**src/rtl/shake_squeeze_out.sv**
```systemverilog
// Serializes 1088-bit SHAKE256 rate blocks into 64-bit lanes over valid/ready,
// requesting further squeeze permutations until the job's lane count is met.
module shake_squeeze_out #(
   parameter int unsigned LANE_W = 64,
   parameter int unsigned LANES  = 17
) (
   input  logic                      clock,
   input  logic                      reset,
   input  logic                      squeezed,
   input  logic [LANE_W*LANES-1:0]   hash,
   input  logic                      start,
   input  logic [15:0]               out_len,
   input  logic                      out_ready,
   output logic [LANE_W-1:0]         out_data,
   output logic                      out_valid,
   output logic                      out_last,
   output logic                      more,
   output logic                      busy,
   output logic                      overrun
);

   localparam int unsigned BUF_W    = LANE_W * LANES;
   localparam logic [4:0]  LAST_IDX = 5'(LANES - 1);

   typedef enum logic [1:0] {IDLE, WAIT_BLK, STREAM, REQ} state_t;

   state_t             state, state_nxt;
   logic [BUF_W-1:0]   blk_buf;
   logic [15:0]        remaining;
   logic [4:0]         idx;
   logic               avail;
   logic               sq_q;
   logic               sq_edge;
   logic [LANE_W-1:0]  lane_sel;

   assign sq_edge = squeezed & ~sq_q;

   always_ff @(posedge clock) begin
      if (!reset) state <= IDLE;
      else        state <= state_nxt;
   end

   always_comb begin
      state_nxt = state;
      case (state)
         IDLE:     if (start && out_len != 16'd0) state_nxt = WAIT_BLK;
         WAIT_BLK: if (avail) state_nxt = STREAM;
         STREAM: begin
            if (out_ready) begin
               if (remaining == 16'd1)   state_nxt = IDLE;
               else if (idx == LAST_IDX) state_nxt = REQ;
            end
         end
         REQ:      state_nxt = WAIT_BLK;
         default:  state_nxt = IDLE;
      endcase
   end

   always_ff @(posedge clock) begin
      if (!reset) begin
         blk_buf   <= '0;
         remaining <= '0;
         idx       <= '0;
         avail     <= 1'b0;
         sq_q      <= 1'b0;
         overrun   <= 1'b0;
      end else begin
         sq_q <= squeezed;
         case (state)
            IDLE: begin
               if (start && out_len != 16'd0) begin
                  remaining <= out_len;
                  overrun   <= 1'b0;
               end
            end
            WAIT_BLK: begin
               if (avail) begin
                  avail <= 1'b0;
                  idx   <= '0;
               end
            end
            STREAM: begin
               if (out_ready) begin
                  remaining <= remaining - 16'd1;
                  idx       <= idx + 5'd1;
               end
            end
            default: ;
         endcase
         // A fresh capture is placed after the consume so the newest block wins avail.
         if (sq_edge) begin
            if (state == STREAM) begin
               overrun <= 1'b1;
            end else begin
               blk_buf <= hash;
               avail   <= 1'b1;
            end
         end
      end
   end

   // Lane 0 is the most significant 64 bits of the captured block.
   always_comb begin
      lane_sel = '0;
      for (int unsigned k = 0; k < LANES; k++) begin
         if (idx == 5'(k)) lane_sel = blk_buf[BUF_W-1-k*LANE_W -: LANE_W];
      end
   end

   always_comb begin
      out_valid = (state == STREAM);
      busy      = (state != IDLE);
      more      = (state == REQ);
      out_last  = out_valid && (remaining == 16'd1);
      out_data  = out_valid ? lane_sel : '0;
   end

endmodule

```
**config.mk**
```make
export PLATFORM = sky130hd
export DESIGN_NAME = shake_squeeze_out
export DESIGN_NICKNAME = d
export VERILOG_FILES = /design/src/rtl/shake_squeeze_out.sv
export SDC_FILE = /design/constraint.sdc
export NUM_CORES = 2
export LEC_CHECK = 0
export CAP_MARGIN = 25
export CORE_AREA = 5 5 459 461
export CTS_CLUSTER_SIZE = 8
export DETAILED_ROUTE_END_ITERATION = 10
export DIE_AREA = 0 0 464 466
export GPL_TIMING_DRIVEN = 0
export PLACE_DENSITY = 0.57
export SLEW_MARGIN = 20
export SYNTH_ARGS = -nofsm -noshare
export SYNTH_HDL_FRONTEND = slang
export SYNTH_SLANG_ARGS = --single-unit
```
**constraint.sdc**
```tcl
create_clock -name clock -period 6.4 [get_ports clock]
set_clock_uncertainty 0.05 [all_clocks]
set_input_delay 0.64 -clock clock [delete_from_list [all_inputs] [get_ports clock]]
set_output_delay 0.64 -clock clock [all_outputs]
set_load 0.05 [all_outputs]
```
==> images/detail.png <==
Window x 338 to 358, y 340 to 360 µm. Cells in grey, sequential cells in the stronger grey; small squares are vias.
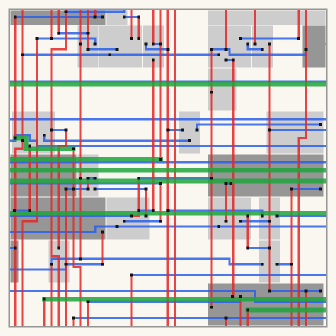
- red: metal 2
- green: metal 3
- blue: metal 1
- netlist names of flops here include: blk_buf (4)
- most frequent: nand2_1 (8), a21boi_0 (5), dfxtp_1 (4)
- sequential cells in the window: 4
- cells with their middle in the window: 19

==> images/io_placement.png <==
Bar = 100 µm. Pins as bars across the die edge, other pins in grey.
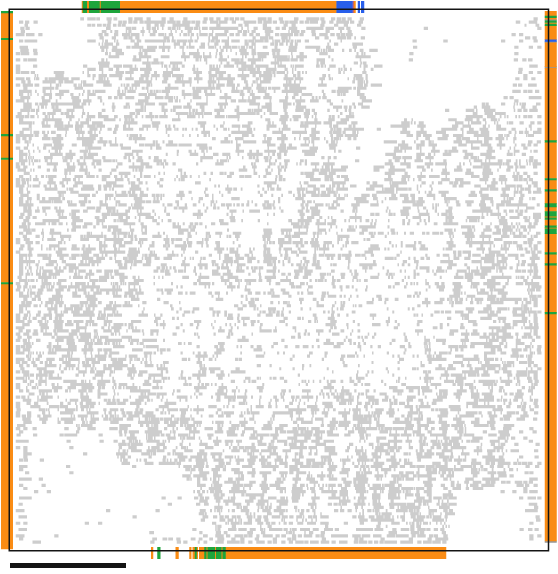
- orange: hash (pins 1,088; direction input; edge 336 west, 313 east, 226 south, 213 north)
- green: out_data (pins 64; direction output; edge 25 north, 19 east, 15 south, 5 west)
- blue: out_len (pins 16; direction input; edge 15 north, 1 east)
- purple: squeezed (pins 1; direction input; edge north)
- all pins by edge: 341 west, 337 east, 259 north, 241 south
port buffer count: 1,176
die width: 464 µm

==> impl_metrics.csv <==
group,metric,value,unit
run_status,status,"complete, but fails checks",
run_status,violations,"negative setup slack",
timing,setup_slack,-0.2676,ns
global_routing,grt_max_degree,17,
die,taps,2704,
timing,finalHoldViolCount,0,
detailed_routing,drc,0,
final_layout,regMostFlops,"blk_buf",
synth,synthDistinctLibCells,85,
worst_hold_path,min_from,"hash[155]",
setup_path,worstPathCellList,"ha_1, buf_2, buf_2, buf_2, a21oi_1, o32ai_1, a221oi_1, a211oi_2, o21ai_0, a21oi_2, dlygate4sd2_1",
final_layout,final_common_cell,"nand2_1",
detailed_routing,met2_length,185700,µm
timing,tightest_slew,1.253,ns
pwr,swShare,32.32,%
synth,seq_area_frac_synth,42.74,%
setup_path,required,5.71,ns
synth,yosys-top-cells-count,"nand2_1, dfxtp_1, a21boi_0",
clock_network,ctsHoldBuffers,0,
detailed_routing,top_layer,"met5",
setup_path,timing.critical_path.max_delay_family,"AND-OR/OR-AND gates",
setup_path,crit_buf_inv,4,
global_routing,grt_util_met1,47.63,%
clock_network,root_buffer,"clkbuf_16",
detailed_routing,ant_nets,0,
synth,ys_warn_count,0,
clock_network,clock-sinks,1114,
pwr,power_density,272.6,mW/mm²
flow_run,tool_warnings,34,
final_layout,logic_gates,5071,
placement,placed_area,0.06781,mm²
final_layout,logic_area,0.02773,mm²
final_layout,sh_comb_area,38.13,%
timing,setup_viol,18,
final_layout,largest_cell_class,"multi-input combinational cells",
final_layout,reg_top3,"blk_buf x1088, remaining x16, idx x5",
final_layout,largest_reg_flops,1088,
worst_hold_path,holdPathStages,3,
global_routing,grt_pass1_wl,557000,µm
pwr,p_switching,6.408,mW
final_layout,fin_area,0.07272,mm²
synth,synth_area_leader_cell,"dfxtp_1",
synth,ys_async_sr_fraction,0,%
pwr,p_clk,7.98,mW
detailed_routing,initialDrtViolationCount,8084,
clock_network,cts_resized,221,
pwr,p_int,13.42,mW
timing,slew_headroom,16.48,%
==> images/placement.png <==
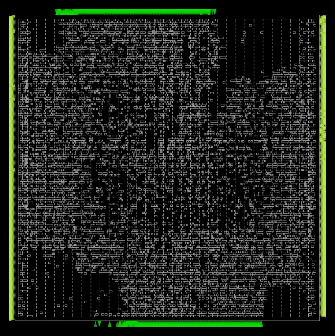
Final Util: 35.30%
fillers: 21,980
row cnt: 167
Seq/total area: 30.67%
Layout Cells excl Fill: 10,970

==> images/cell_density.png <==
The die is cut into 23 by 23 equal tiles; white is low, dark blue is high, 0 to 100% covered.
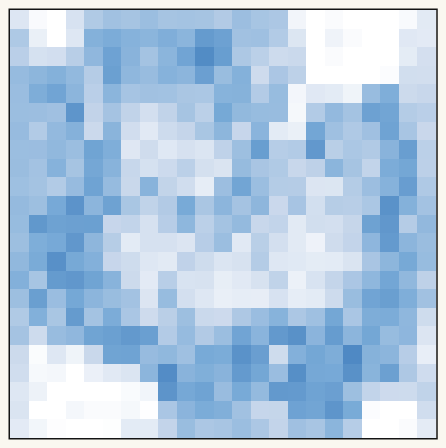
- mean over tiles: 32%
- fullest tile: 64%
- nearly empty tiles: 6.6%
Core Region: 0.2060 mm²
fp_density: 25.32%

Power is estimated from default activity; no workload was simulated.
